**config.mk**
```make
export PLATFORM = sky130hd
export DESIGN_NAME = vga_timing
export DESIGN_NICKNAME = d
export VERILOG_FILES = /design/src/rtl/vga_timing.sv
export SDC_FILE = /design/constraint.sdc
export NUM_CORES = 1
export LEC_CHECK = 0
export ABC_AREA = 1
export CAP_MARGIN = 20
export CORE_AREA = 2 2 62 75
export CTS_CLUSTER_SIZE = 12
export DETAILED_ROUTE_END_ITERATION = 8
export DIE_AREA = 0 0 64 77
export GPL_TIMING_DRIVEN = 0
export PLACE_DENSITY = 0.91
export REMOVE_ABC_BUFFERS = 1
export SLEW_MARGIN = 10
export SYNTH_ARGS = -nofsm -noshare
export SYNTH_HDL_FRONTEND = slang
export SYNTH_SLANG_ARGS = --single-unit
export TNS_END_PERCENT = 1
```
**constraint.sdc**
```tcl
create_clock -name dotclock -period 4.4 [get_ports dotclock]
set_input_delay 0.66 -clock dotclock [delete_from_list [all_inputs] [get_ports dotclock]]
set_output_delay 0.66 -clock dotclock [all_outputs]
set_load 0.1 [all_outputs]
```
**src/rtl/vga_timing.sv**
```systemverilog
`default_nettype none
// ============================================================================
//  Module   : vga_timing
//  Purpose  : Raster timing generator. Runs horizontal/vertical position
//             counters on the dot clock and produces registered sync,
//             display-enable, pixel coordinates and line/frame strobes.
//             Defaults give 640x480 @ 60 Hz from a 25 MHz dot clock.
//  Revision : 1.0 - initial release
// ============================================================================
module vga_timing #(
    parameter int H_ACTIVE = 640,
    parameter int H_FRONT  = 16,
    parameter int H_SYNC   = 96,
    parameter int H_BACK   = 48,
    parameter int V_ACTIVE = 480,
    parameter int V_FRONT  = 10,
    parameter int V_SYNC   = 2,
    parameter int V_BACK   = 33,
    parameter bit SYNC_POL = 1'b0,
    parameter int CNT_W    = 10
) (
    input  logic             dotclock,
    input  logic             reset,
    output logic             hsync,
    output logic             vsync,
    output logic             display_enable,
    output logic [CNT_W-1:0] pixel_x,
    output logic [CNT_W-1:0] pixel_y,
    output logic             line_start,
    output logic             frame_start,
    output logic [7:0]       frame_count
);

    localparam int c_H_TOTAL = H_ACTIVE + H_FRONT + H_SYNC + H_BACK;
    localparam int c_V_TOTAL = V_ACTIVE + V_FRONT + V_SYNC + V_BACK;

    // Decode boundaries sized to the counters so every compare is width-matched
    localparam logic [CNT_W-1:0] c_H_LAST     = CNT_W'(c_H_TOTAL - 1);
    localparam logic [CNT_W-1:0] c_V_LAST     = CNT_W'(c_V_TOTAL - 1);
    localparam logic [CNT_W-1:0] c_H_ACT      = CNT_W'(H_ACTIVE);
    localparam logic [CNT_W-1:0] c_V_ACT      = CNT_W'(V_ACTIVE);
    localparam logic [CNT_W-1:0] c_HS_BEGIN   = CNT_W'(H_ACTIVE + H_FRONT);
    localparam logic [CNT_W-1:0] c_HS_END     = CNT_W'(H_ACTIVE + H_FRONT + H_SYNC);
    localparam logic [CNT_W-1:0] c_VS_BEGIN   = CNT_W'(V_ACTIVE + V_FRONT);
    localparam logic [CNT_W-1:0] c_VS_END     = CNT_W'(V_ACTIVE + V_FRONT + V_SYNC);
    localparam logic [CNT_W-1:0] c_ZERO       = '0;

    logic [CNT_W-1:0] r_h;
    logic [CNT_W-1:0] r_v;

    logic             w_h_last;
    logic             w_v_last;
    logic             w_de;
    logic             w_hs_act;
    logic             w_vs_act;
    logic             w_line_start;
    logic             w_frame_start;

    logic             r_hsync;
    logic             r_vsync;
    logic             r_de;
    logic [CNT_W-1:0] r_pixel_x;
    logic [CNT_W-1:0] r_pixel_y;
    logic             r_line_start;
    logic             r_frame_start;
    logic [7:0]       r_frame_count;

    // Position decode from the current counter values
    always_comb begin
        w_h_last      = (r_h == c_H_LAST);
        w_v_last      = (r_v == c_V_LAST);
        w_de          = (r_h < c_H_ACT) && (r_v < c_V_ACT);
        w_hs_act      = (r_h >= c_HS_BEGIN) && (r_h < c_HS_END);
        w_vs_act      = (r_v >= c_VS_BEGIN) && (r_v < c_VS_END);
        w_line_start  = (r_h == c_ZERO);
        w_frame_start = (r_h == c_ZERO) && (r_v == c_ZERO);
    end

    // Raster counters: h wraps every line, v advances on h wrap and wraps per frame
    always_ff @(posedge dotclock or posedge reset) begin
        if (reset) begin
            r_h <= '0;
            r_v <= '0;
        end else if (w_h_last) begin
            r_h <= '0;
            r_v <= w_v_last ? '0 : r_v + 1'b1;
        end else begin
            r_h <= r_h + 1'b1;
        end
    end

    // Output registers: one dot of latency, all outputs aligned and glitch-free
    always_ff @(posedge dotclock or posedge reset) begin
        if (reset) begin
            r_hsync       <= ~SYNC_POL;
            r_vsync       <= ~SYNC_POL;
            r_de          <= 1'b0;
            r_pixel_x     <= '0;
            r_pixel_y     <= '0;
            r_line_start  <= 1'b0;
            r_frame_start <= 1'b0;
            r_frame_count <= 8'd0;
        end else begin
            r_hsync       <= w_hs_act ? SYNC_POL : ~SYNC_POL;
            r_vsync       <= w_vs_act ? SYNC_POL : ~SYNC_POL;
            r_de          <= w_de;
            r_pixel_x     <= r_h;
            r_pixel_y     <= r_v;
            r_line_start  <= w_line_start;
            r_frame_start <= w_frame_start;
            if (w_frame_start) begin
                r_frame_count <= r_frame_count + 8'd1;
            end
        end
    end

    assign hsync          = r_hsync;
    assign vsync          = r_vsync;
    assign display_enable = r_de;
    assign pixel_x        = r_pixel_x;
    assign pixel_y        = r_pixel_y;
    assign line_start     = r_line_start;
    assign frame_start    = r_frame_start;
    assign frame_count    = r_frame_count;

endmodule
`default_nettype wire

```
### Metal 1

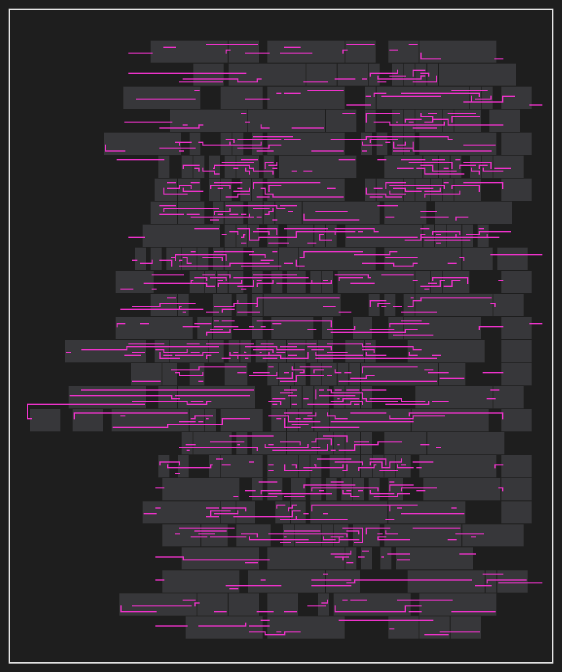
main direction: horizontal
share of all routed wire: 43%
wire length on this layer: 1750 µm
sum of routed wire length over all layers: 4070 µm
met1 track demand over resource: 0.231
number of vias after detailed routing: 1716

### Metal 2

The bar under the picture is 20 µm long.
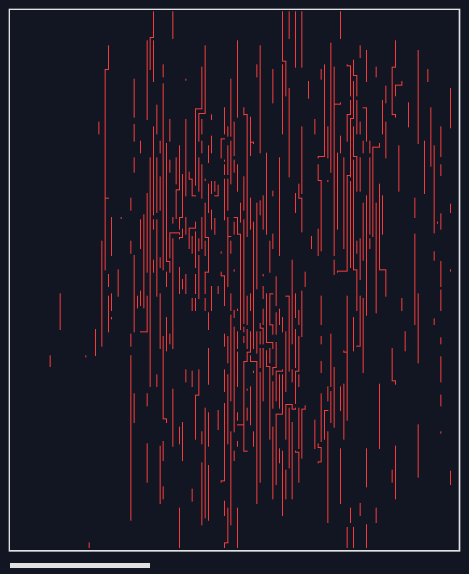
share of all routed wire: 50%
nets with wire on the layer: 229

### The metal 3 layer

The bar under the picture is 20 µm long.
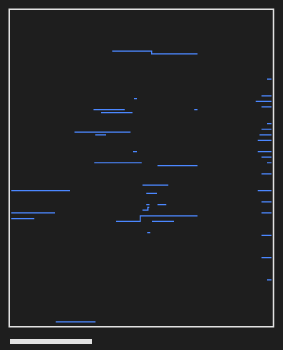
share of all routed wire: 4.7%
wire length on this layer: 190 µm
nets with wire on the layer: 32

### Routed metal per tile

The bar under the picture is 20 µm long. 13 x 15 tiles, from dark purple (low) to yellow (high), scaled to the fullest tile. Values are wire area over tile area, all layers added.
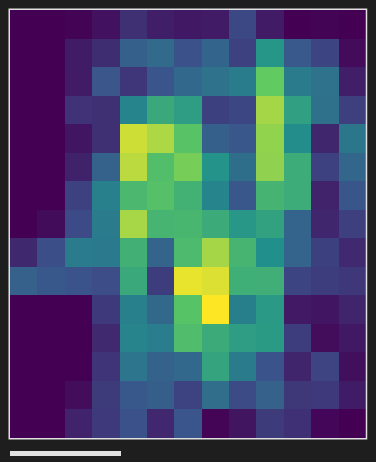
mean over tiles: 0.13
fullest tile: 0.45
nearly empty tiles: 18%
tiles over half the peak: 23%
emptiest ninth of the die: lower left

==> notes.md <==
Figures from the flow reports.

Power and ir drop:
- The run gives the net switching power of the design as 157 µW.
- The power report lists the clock group at 333 µW.
- The analysis attributes to cell leakage a power of 0.00134 µW.
- The switching portion of total power comes to 0.189.
- The group that draws the most power in this run is sequential cells.

Clock network:
- The run gives the CTS tree as built.
- The tree is rooted in a sky130_fd_sc_hd__clkbuf_8.
- The run puts the clock net sink count at 53.
- The longest clock path from root to sink contains 2 buffers.
- Clock tree synthesis inserted a total of 5 buffers.

STA:
- The run puts the fmax at 382 MHz.
- The most critical hold endpoint after final layout shows a slack of 0.392 ns.
- For reference, the final report shows the hold violation count at 0.
- Setup repair after global routing left no endpoint under its margin.
- The run puts the share of the clock period used by the worst path after layout at 0.594.
- After routing, the total negative slack on setup checks comes to 0 ns.

Global routing:
- The layer flagged by global routing as most heavily used is met2.
- The run puts the via count of the first global-routing pass at 1624.

Worst setup path:
- For the worst setup path, the data required time is 3.74 ns.
- STA classifies the critical path endpoint as an output pin.
- On the critical path the data arrives at 1.96 ns.
- STA reports a reg2reg setup slack of 2.55 ns.
- The run gives the startpoint type of the worst setup path as a register.
- Per the timing report, the most critical flop-to-flop path originates at r_v[0].
- The cell sequence reported for the critical path is clkdlybuf4s50_1.

Layout:
- Of the cells placed in the final design, the portion with a size suffix greater than 1 is 0.0707.
- The filler cells instantiated in the layout total 299.
- The run gives the post-route non-filler standard cell count as 339.
- The run gives the non-clock buffer instance count of the final layout as 35.
- The layout report lists the combined flip-flop and latch area as 1330 µm².
- The run gives the logic area as 847 µm².
- The run gives the count of inverters not on the clock network in the layout as 27.
- For this run, the script counts the antenna cells in the layout as 0.
- The run gives the number of flip-flops and latches as 53.
- The run gives the post-route core utilization as 0.673.

Detailed routing:
- The run puts the wire length on met1 at 1750 µm.
- The run puts the routed wirelength normalized by instance count at 12.0 µm.
- The run gives the number of iterations in the first detailed-routing pass as 4.
- The run gives the met2 routed wirelength as 2030 µm.

Logic synthesis:
- Summing all multiplexer cells gives an area fraction of 0.
- The biggest area contributor in the post-synthesis netlist is sky130_fd_sc_hd__dfrtp_1.
- The run puts the post-synth area from yosys stat at 2320 µm².
- The synthesized netlist occupies a cell area of 2320 µm².
- Yosys instantiated no cell more often than sky130_fd_sc_hd__nand2_1.
- The run puts the count of library flops with an enable pin at 0.
- The run puts the fraction of synthesized cell area in xor and xnor cells at 0.0565.

Placed design:
- Detailed placement reports a standard cell area of 2710 µm².
- Setup slack on the worst path after placement came out at 2.11 ns.

Floorplanning:
- The run gives the total die size as 4930 µm².

Outcome:
- The run finished with clean final reports.
No activity file was given, so power comes from the tool's default toggle rates.
